`config.mk`:
```
export PLATFORM = sky130hd
export DESIGN_NAME = mem_arbiter
export DESIGN_NICKNAME = d
export VERILOG_FILES = /design/src/rtl/mem_arbiter.sv
export SDC_FILE = /design/constraint.sdc
export NUM_CORES = 1
export LEC_CHECK = 0
export CORE_AREA = 2 2 312 314
export CTS_CLUSTER_DIAMETER = 200
export DETAILED_ROUTE_END_ITERATION = 16
export DIE_AREA = 0 0 314 316
export PLACE_DENSITY = 0.45
export SLEW_MARGIN = 15
export SYNTH_ARGS = -nofsm -noshare
export SYNTH_HDL_FRONTEND = slang
export SYNTH_SLANG_ARGS = --single-unit
```
`constraint.sdc`:
```
create_clock -name ACLK -period 3.6 [get_ports ACLK]
set_input_delay 0.54 -clock ACLK [delete_from_list [all_inputs] [get_ports ACLK]]
set_output_delay 0.54 -clock ACLK [all_outputs]
set_load 0.05 [all_outputs]
```
`src/rtl/mem_arbiter.sv`:
```
// Shares one cache-line memory master between the I-cache (port 0, reads) and D-cache (port 1, reads/writes).
// Define MEM_ARB_RR_EN for round-robin read arbitration; otherwise port 1 always wins a read tie.
module mem_arbiter #(
  parameter int unsigned ADDR_W = 27,
  parameter int unsigned DATA_W = 128,
  parameter int unsigned WR_MAX = 8
) (
  input  logic              ACLK,
  input  logic              ARESETN,

  input  logic              p0_rd_req,
  input  logic [ADDR_W-1:0] p0_rd_addr,
  output logic              p0_rd_ack,
  output logic [DATA_W-1:0] p0_rd_data,

  input  logic              p1_rd_req,
  input  logic [ADDR_W-1:0] p1_rd_addr,
  output logic              p1_rd_ack,
  output logic [DATA_W-1:0] p1_rd_data,

  input  logic              p1_wr_req,
  input  logic [ADDR_W-1:0] p1_wr_addr,
  input  logic [DATA_W-1:0] p1_wr_data,
  output logic              p1_wr_ack,

  output logic              m_rd_en,
  output logic [ADDR_W-1:0] m_rd_addr,
  input  logic              m_rd_fin,
  input  logic [DATA_W-1:0] m_rd_data,

  output logic              m_wr_en,
  output logic [ADDR_W-1:0] m_wr_addr,
  output logic [DATA_W-1:0] m_wr_data,
  input  logic              m_wr_fin,

  output logic [3:0]        pend_wr
);

  typedef enum logic [2:0] {
    IDLE,
    WR,
    RD_REQ,
    RD_WAIT,
    RESP
  } state_t;

  localparam logic [3:0] WR_LIMIT = 4'(WR_MAX);

  state_t state, state_nx;
  logic   take_wr;
  logic   take_rd;
  logic   rd_win;
  logic   rd_id;
  logic   rd_done;

`ifdef MEM_ARB_RR_EN
  logic rr_ptr;

  // rr_ptr names the port that lost (or did not take part in) the last read grant.
  always_ff @(posedge ACLK) begin
    if (!ARESETN) begin
      rr_ptr <= 1'b0;
    end else if (take_rd) begin
      rr_ptr <= ~rd_win;
    end
  end

  always_comb begin
    rd_win = p1_rd_req;
    if (p0_rd_req && p1_rd_req) begin
      rd_win = rr_ptr;
    end
  end
`else
  always_comb begin
    rd_win = p1_rd_req;
  end
`endif

  always_comb begin
    state_nx = state;
    take_wr  = 1'b0;
    take_rd  = 1'b0;
    rd_done  = 1'b0;
    case (state)
      IDLE: begin
        if (p1_wr_req && (pend_wr < WR_LIMIT)) begin
          state_nx = WR;
          take_wr  = 1'b1;
        end else if ((pend_wr == '0) && (p0_rd_req || p1_rd_req)) begin
          state_nx = RD_REQ;
          take_rd  = 1'b1;
        end
      end
      WR:      state_nx = IDLE;
      RD_REQ:  state_nx = RD_WAIT;
      RD_WAIT: begin
        if (m_rd_fin) begin
          state_nx = RESP;
          rd_done  = 1'b1;
        end
      end
      RESP:    state_nx = IDLE;
      default: state_nx = IDLE;
    endcase
  end

  always_ff @(posedge ACLK) begin
    if (!ARESETN) begin
      state <= IDLE;
    end else begin
      state <= state_nx;
    end
  end

  // Every output is a register loaded on the transition into the state that owns it,
  // so pulses line up with the WR / RD_REQ / RESP cycles.
  always_ff @(posedge ACLK) begin
    if (!ARESETN) begin
      p0_rd_ack  <= 1'b0;
      p1_rd_ack  <= 1'b0;
      p0_rd_data <= '0;
      p1_rd_data <= '0;
      p1_wr_ack  <= 1'b0;
      m_rd_en    <= 1'b0;
      m_rd_addr  <= '0;
      m_wr_en    <= 1'b0;
      m_wr_addr  <= '0;
      m_wr_data  <= '0;
      rd_id      <= 1'b0;
    end else begin
      m_wr_en   <= take_wr;
      p1_wr_ack <= take_wr;
      m_rd_en   <= take_rd;
      p0_rd_ack <= rd_done && !rd_id;
      p1_rd_ack <= rd_done && rd_id;

      if (take_wr) begin
        m_wr_addr <= p1_wr_addr;
        m_wr_data <= p1_wr_data;
      end

      if (take_rd) begin
        rd_id     <= rd_win;
        m_rd_addr <= rd_win ? p1_rd_addr : p0_rd_addr;
      end

      if (rd_done) begin
        if (rd_id) begin
          p1_rd_data <= m_rd_data;
        end else begin
          p0_rd_data <= m_rd_data;
        end
      end
    end
  end

  always_ff @(posedge ACLK) begin
    if (!ARESETN) begin
      pend_wr <= '0;
    end else begin
      case ({m_wr_en, m_wr_fin})
        2'b10:   pend_wr <= pend_wr + 4'd1;
        2'b01:   if (pend_wr != '0) pend_wr <= pend_wr - 4'd1;
        default: pend_wr <= pend_wr;
      endcase
    end
  end

endmodule
```
==> results.sh, run 1 <==
# source this file to load flow results
export IMPL_slew_viol_final=0
export IMPL_leakage_nw=9.289
export IMPL_clock_skew_ns=0.02498
export IMPL_ff_type="dfxtp_1"
export IMPL_cp_max_fo=7
export IMPL_placed_cells=3778
export IMPL_combPwrFrac_pct=21.8
export IMPL_floorplan_nets=2193
export IMPL_rows=114
export IMPL_vdd_ir_drop_worst_mv=0.3097
export IMPL_cts_root_buf="clkbuf_16"
export IMPL_status="finished clean"
export IMPL_drt_pass1_iterations=5
export IMPL_insertion_delay_ns=0.63
export IMPL_ys_area_um2=15810
export IMPL_p_int_mw=9.750
export IMPL_grt_pass1_vias=14521
export IMPL_hpwl_mm=51.54
export IMPL_io_pins=791
export IMPL_synth_area_per_cell_um2=8.555
export IMPL_cts_buffers=56
export IMPL_warnings=38
export IMPL_crit_type="reg -> out"
export IMPL_critPathLaunch="m_wr_en"
export IMPL_grt_pass1_wl_mm=98.76
export IMPL_lay_top_cells="clkdlybuf4s50_1, dfxtp_1, nand2_1"
export IMPL_synth_area_um2=15810
export IMPL_relSlewSlack_pct=34.66
export IMPL_cts_sinks=450
export IMPL_cp_top_family="buffers and inverters"
export IMPL_die_y_um=316
export IMPL_start_kind="register"
export IMPL_top_area_share_pct=56.98
export IMPL_ys_top_cells_by_count="dfxtp_1, nand2_1, nand3_1"
export IMPL_cp_cell_sequence="clkdlybuf4s50_1"
export IMPL_finalWorstSetupSlack_ns=0.9916
export IMPL_top_cells_by_area="dfxtp_1, nand2_1, nand3_1"
export IMPL_rsz0062_at_grt="false"
export IMPL_cp_data_required_time_ns=3.06
export IMPL_holdWs_ns=0.4226
export IMPL_htree_levels=2
export IMPL_grt_util_all_layers_pct=13.21
export IMPL_cts_resized=0
export IMPL_drt_iter0_markers=933
export IMPL_finalSetupViolations=0
export IMPL_ff2ff_setup_slack_ns=1.17
export IMPL_routed_wl_mm=69.88
export IMPL_place_area_um2=24780
export IMPL_powerDensity_nw_per_um2=536.6
export IMPL_yosysTopAreaCell="dfxtp_1"
export IMPL_drtAntennaViolNets=0
export IMPL_cp_slowest_cell="clkdlybuf4s50_1"
export IMPL_via_count=15250
export IMPL_tightest_slew_ns=0.9800
export IMPL_synth_cell_types=34
export IMPL_yosys_warnings=0
export IMPL_timing_fmax_mhz=383.4
export IMPL_tritoncts="yes"
export IMPL_whs_path_depth=3
export IMPL_final_setup_tns_ns=0
export IMPL_rr_worst_depth=6
export IMPL_cts_hold_buffers=0
export IMPL_final_cells=3886
export IMPL_maxCapViolations=0
export IMPL_clkTransAtPathRegs_ns=0.06
export IMPL_pre_cts_ws_ns=0.9594
export IMPL_arrival_ns=2.07
export IMPL_min_path_type="in -> reg"
export IMPL_die_w_um=314
export IMPL_switching_share_pct=31.80
export IMPL_antenna_found_initial=7
export IMPL_hold_viol=0
export IMPL_layout_top_cell="clkdlybuf4s50_1"
export IMPL_postLayoutCoreUtil_pct=27.75
export IMPL_clk_path_buf_depth=3
export IMPL_numSynthFlops=450
export IMPL_syn_inst=1848
export IMPL_die_area_um2=99220
export IMPL_nets=2905
export IMPL_design_area_um2=26640
export IMPL_cp_depth=1
export IMPL_p_sw_mw=4.546
export IMPL_hold_end="p1_rd_data[88]"
export IMPL_pwr_share_clk_pct=40.0
export IMPL_drive_above_1_share_pct=5.142
export IMPL_crit_path_end_kind="primary output"
export IMPL_initCoreUtil_pct=16.47
export IMPL_grt_max_degree=157
export IMPL_viasPerCell=3.924
export IMPL_r2r_start="pend_wr[3]"
export IMPL_slowest_delay_ns=0.98
export IMPL_period_used_pct=72.45
export IMPL_fin_crit_ns=2.608
export IMPL_gp_congestion=0.7779
export IMPL_drc=0
export IMPL_ys_cells=1848
export IMPL_synth_edff_count=0
export IMPL_yosysSeqAreaShare_pct=56.98
==> run 1: sequential cells by signal, summed over array words and instances, names as in the netlist, 3 cells and up <==
| signal | count |
|---|---|
| m_wr_data | 128 |
| pend_wr | 4 |
| m_rd_addr | 27 |
| p1_rd_data | 128 |
| p0_rd_data | 128 |
| m_wr_addr | 27 |
| state | 3 |
==> run 1: metal layers <==
metal / wire length [um] / GRT usage [%] / share of wire [%]
met1: 28660 / 15.74 / 41
met2: 34670 / 22.67 / 50
met3: 4453 / 3.863 / 6.4
met4: 2067 / 4.415 / 3.0
met5: 23 / 0 / 0.033
==> run 1: area by class of cell <==
class                           count  area, um2
Multi-Input combinational cell   1231       5923
Inverter                            1      8.758
Tap cell                         1276       1597
Antenna cell                        4      10.01
Fill cell                       10338      69350
Clock buffer                       83       1634
Sequential cell                   450       9009
Clock inverter                     21      216.5
Timing Repair Buffer              820       8245
==> run 1: cell families after synthesis <==
family	count (synthesis)	synth area share [%]
AOI/OAI and AO/OA	474	15.67
xor gates and xnor gates	3	0.1662
adders and majority gates	1	0.07913
buffers and inverters	167	5.658
DFF	450	56.98
muxes	27	1.709
and+or+nand+nor	726	19.74
==> run 1: power groups by stage <==
| stage | Sequential [mW] | Combinational, mW | Clock [mW] |
|---|---|---|---|
| after global routing | 5.50 | 3.32 | 6.12 |
| after CTS | 5.46 | 3.17 | 5.94 |
| after floorplan | 6.54 | 0.850 | 0 |
| after detailed placement | 5.56 | 3.16 | 0 |
| after global placement | 5.56 | 3.17 | 0 |
| final | 5.46 | 3.12 | 5.71 |
==> run 1: tightest hold or removal path: cells and delay by family <==
family / cells / cell delay [ns]
compound gates: 1 / 0.05
simple gates: 1 / 0.14
buf+inv: 1 / 0.23
run_1/final_placement.png
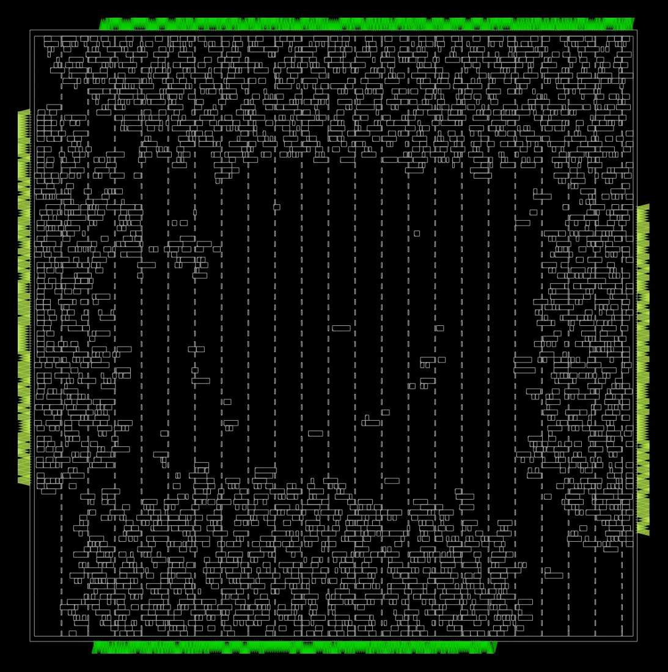
core area: 95990 um2
Seq area share: 33.81%

run_1/cell_classes.png
(1 px per um)
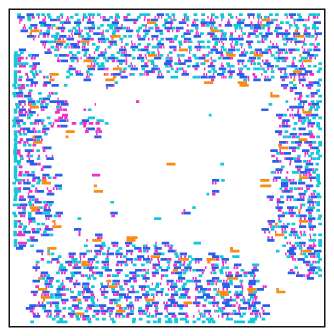
- cyan: other buffers and delay cells (cells 820; share of their area 33%)
- blue: flip-flops (cells 450; share of their area 36%)
- magenta: all other logic (cells 1232; share of their area 24%)
- orange: clock drivers and dummy loads (cells 104; share of their area 7.4%)

run_1/registers.png
(1 px per um) Other sequential cells in the stronger grey, the rest of the logic in the fainter grey.
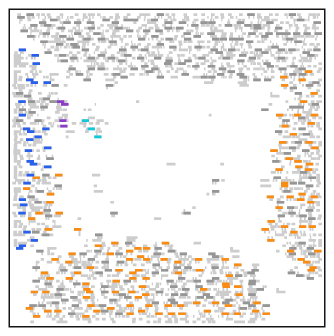
- cyan: state (placed flops 3)
- blue: m_rd_addr (placed flops 27)
- purple: pend_wr (placed flops 4)
- orange: p0_rd_data (placed flops 128)
- not coloured: 288

==> run 2: changes to the inputs <==
--- a/config.mk
+++ b/config.mk
@@ -9,7 +9,7 @@
 export CTS_CLUSTER_DIAMETER = 200
 export DETAILED_ROUTE_END_ITERATION = 16
 export DIE_AREA = 0 0 314 316
-export PLACE_DENSITY = 0.45
+export PLACE_DENSITY = 0.46
 export SLEW_MARGIN = 15
 export SYNTH_ARGS = -nofsm -noshare
 export SYNTH_HDL_FRONTEND = slang
==> constraint.sdc (replaced) <==
create_clock -name ACLK -period 2.34 [get_ports ACLK]
set_input_delay 0.351 -clock ACLK [delete_from_list [all_inputs] [get_ports ACLK]]
set_output_delay 0.351 -clock ACLK [all_outputs]
set_load 0.05 [all_outputs]
run_2/registers.png
(1 px per um) Other sequential cells in the stronger grey, the rest of the logic in the fainter grey.
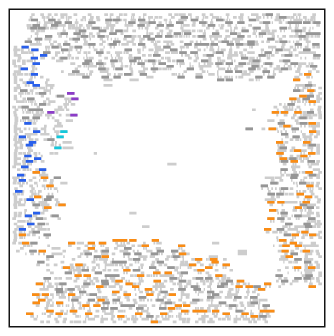
- blue: m_rd_addr (placed flops 27)
- orange: p0_rd_data (placed flops 128)
- cyan: state (placed flops 3)
- purple: pend_wr (placed flops 4)
- not coloured: 288

run_2/clock_map.png
(1 px per um)
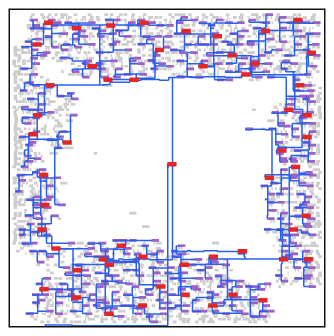
- blue: clock wires (length 7340 um)
- red: cells driving clock nets (count 55)
- purple: flip-flops (count 450)
- flops lie: all over the die
- routed clock nets: 56

==> run 2 against run 1 <==
Effect of this change:
- global-route usage decreased by 0.44 points
- via count decreased by 0.24%
- non-clock buffer count increased by 31
- final area increased by 0.69%
- power increased by 51%
- count of clock-buffer cells in the layout decreased by 2
- critical endpoint is now p0_rd_data[43]
==> results.sh, run 2 <==
# source this file to load flow results
export IMPL_cts_buffers=55
export IMPL_placed_cells=3809
export IMPL_routed_wl_mm=67.88
export IMPL_combPwrFrac_pct=22.6
export IMPL_drtAntennaViolNets=0
export IMPL_layout_top_cell="clkdlybuf4s50_1"
export IMPL_clk_path_buf_depth=3
export IMPL_powerDensity_nw_per_um2=807.1
export IMPL_numSynthFlops=450
export IMPL_status="finished clean"
export IMPL_ys_sh_mux_pct=1.709
export IMPL_leakage_nw=9.429
export IMPL_core_area_um2=95990
export IMPL_cp_slowest_cell="clkdlybuf4s50_1"
export IMPL_timing_fmax_mhz=447.7
export IMPL_pwr_share_clk_pct=38.6
export IMPL_cts_sinks=450
export IMPL_vdd_ir_drop_worst_mv=0.4797
export IMPL_r2r_start="state[1]"
export IMPL_rsz0062_at_grt="false"
export IMPL_maxCapViolations=0
export IMPL_critPathLaunch="p0_rd_data[43]"
export IMPL_rr_worst_depth=5
export IMPL_slew_viol_final=0
export IMPL_cts_hold_buffers=0
export IMPL_grt_pass1_wl_mm=96.12
export IMPL_htree_levels=2
export IMPL_ys_top_cells_by_count="dfxtp_1, nand2_1, nand3_1"
export IMPL_top_area_share_pct=56.98
export IMPL_aoi_share_pct=15.67
export IMPL_met3_length_mm=4.256
export IMPL_hold_viol=0
export IMPL_ff_type="dfxtp_1"
export IMPL_clock_skew_ns=0.01691
export IMPL_logic_family="simple AND/OR/NAND/NOR gates"
export IMPL_grt_util_all_layers_pct=12.77
export IMPL_top_cells_by_area="dfxtp_1, nand2_1, nand3_1"
export IMPL_whs_path_depth=3
export IMPL_min_path_type="in -> reg"
export IMPL_hpwl_mm=51.67
export IMPL_final_cells=3902
export IMPL_grt_busiest_layer="met2"
export IMPL_drive_above_1_share_pct=5.604
export IMPL_largestRegisters="m_wr_data (128), p0_rd_data (128), p1_rd_data (128)"
export IMPL_nets=2935
export IMPL_period_used_pct=95.47
export IMPL_via_count=15214
export IMPL_yosys_warnings=0
export IMPL_cp_max_fo=2
export IMPL_ys_cells=1848
export IMPL_rows=114
export IMPL_start_kind="register"
export IMPL_cts_root_buf="clkbuf_16"
export IMPL_yosysTopAreaCell="dfxtp_1"
export IMPL_drt_pass1_iterations=5
export IMPL_drt_iter0_markers=938
export IMPL_initCoreUtil_pct=16.47
export IMPL_switching_share_pct=31.04
export IMPL_die_w_um=314
export IMPL_finalWorstSetupSlack_ns=0.1061
export IMPL_pre_cts_ws_ns=0.09900
export IMPL_gp_congestion=0.7978
export IMPL_final_setup_tns_ns=0
export IMPL_warnings=29
export IMPL_tightest_slew_ns=0.6421
export IMPL_slowest_delay_ns=0.85
export IMPL_hold_end="rd_id"
export IMPL_crit_path_end_kind="primary output"
export IMPL_grt_pass1_vias=14468
export IMPL_die_area_um2=99220
export IMPL_synthAdderAreaFrac_pct=0.07914
export IMPL_synth_area_um2=15810
export IMPL_wl_met2_mm=34.38
export IMPL_yosysMostFrequentCell="dfxtp_1"
export IMPL_arrival_ns=1.88
export IMPL_ys_area_um2=15810
export IMPL_p_sw_mw=6.721
export IMPL_synthSimpleGateAreaFrac_pct=19.74
export IMPL_floorplan_nets=2193
export IMPL_die_y_um=316
export IMPL_crit_type="reg -> out"
export IMPL_drc=0
export IMPL_grt_util_met3_pct=3.581
export IMPL_use_met2_pct=22.45
export IMPL_relSlewSlack_pct=57.06
export IMPL_viasPerCell=3.899
export IMPL_io_pins=791
export IMPL_cp_top_family="buffers and inverters"
export IMPL_clkTransAtPathRegs_ns=0.06
export IMPL_synth_area_per_cell_um2=8.555
export IMPL_grt_max_degree=105
export IMPL_insertion_delay_ns=0.62
export IMPL_lay_top_cells="clkdlybuf4s50_1, dfxtp_1, nand2_1"
export IMPL_synth_edff_count=0
export IMPL_wl_met1_mm=27.38
export IMPL_syn_inst=1848
export IMPL_synth_cell_types=34
export IMPL_finalSetupViolations=0
export IMPL_gr_usage_met1_pct=14.92
export IMPL_cp_depth=1
==> run 2: cell count changes in the layout (fill, tap and decap cells not counted), moves of 4 or more <==
cell	change
inv_6	-4
dlygate4sd2_1	+7
clkbuf_8	-6
buf_12	+8
buf_4	+23
clkdlybuf4s50_1	-7
clkbuf_1	+4
==> run 2: cell type report <==
| cell class | count | area (um2) | share of cell area [%] |
|---|---|---|---|
| diodes | 3 | 7.507 | 0.02798 |
| clock buffers | 81 | 1567 | 5.839 |
| repair buffers | 851 | 8569 | 31.94 |
| well taps | 1276 | 1597 | 5.951 |
| multi-input cells | 1231 | 5923 | 22.08 |
| inverters | 1 | 8.758 | 0.03265 |
| clock inverters | 9 | 147.6 | 0.5503 |
| flip-flops and latches | 450 | 9009 | 33.58 |
==> run 2: timing repair <==
| action | in CTS | in global routing |
|---|---|---|
| endpoints found under the hold margin | 0 | 0 |
| endpoints found under the setup margin | 7 | 0 |
| resized | 7 | 0 |
==> run 2: power by group through the flow <==
stage / Combinational (mW) / Sequential, mW / Clock (mW)
2_1_floorplan: 1.31 / 10.1 / 0
3_3_place_gp: 4.99 / 8.55 / 0
3_5_place_dp: 4.97 / 8.56 / 0
4_1_cts: 4.97 / 8.40 / 8.71
5_1_grt: 5.21 / 8.45 / 8.99
6_report: 4.90 / 8.40 / 8.35
==> run 2: through the flow <==
step | util (%) | hold WS (ns) | instance area (um2)
finish | 27.95 | 0.1673 | 26830
floorplan | - | 0.4447 | 15810
CTS | 27.94 | 0.1195 | 26820
detailed placement | 26.16 | 0.4453 | 25120
global placement | 26.16 | 0.4408 | 25120
global route | 27.94 | 0.1401 | 26820
==> run 2: tightest hold or removal path, stage by stage <==
cell	delay, ns
buf_8	0.19
nand2_1	0.11
o21ai_0	0.06
Power is estimated from default activity; no workload was simulated.
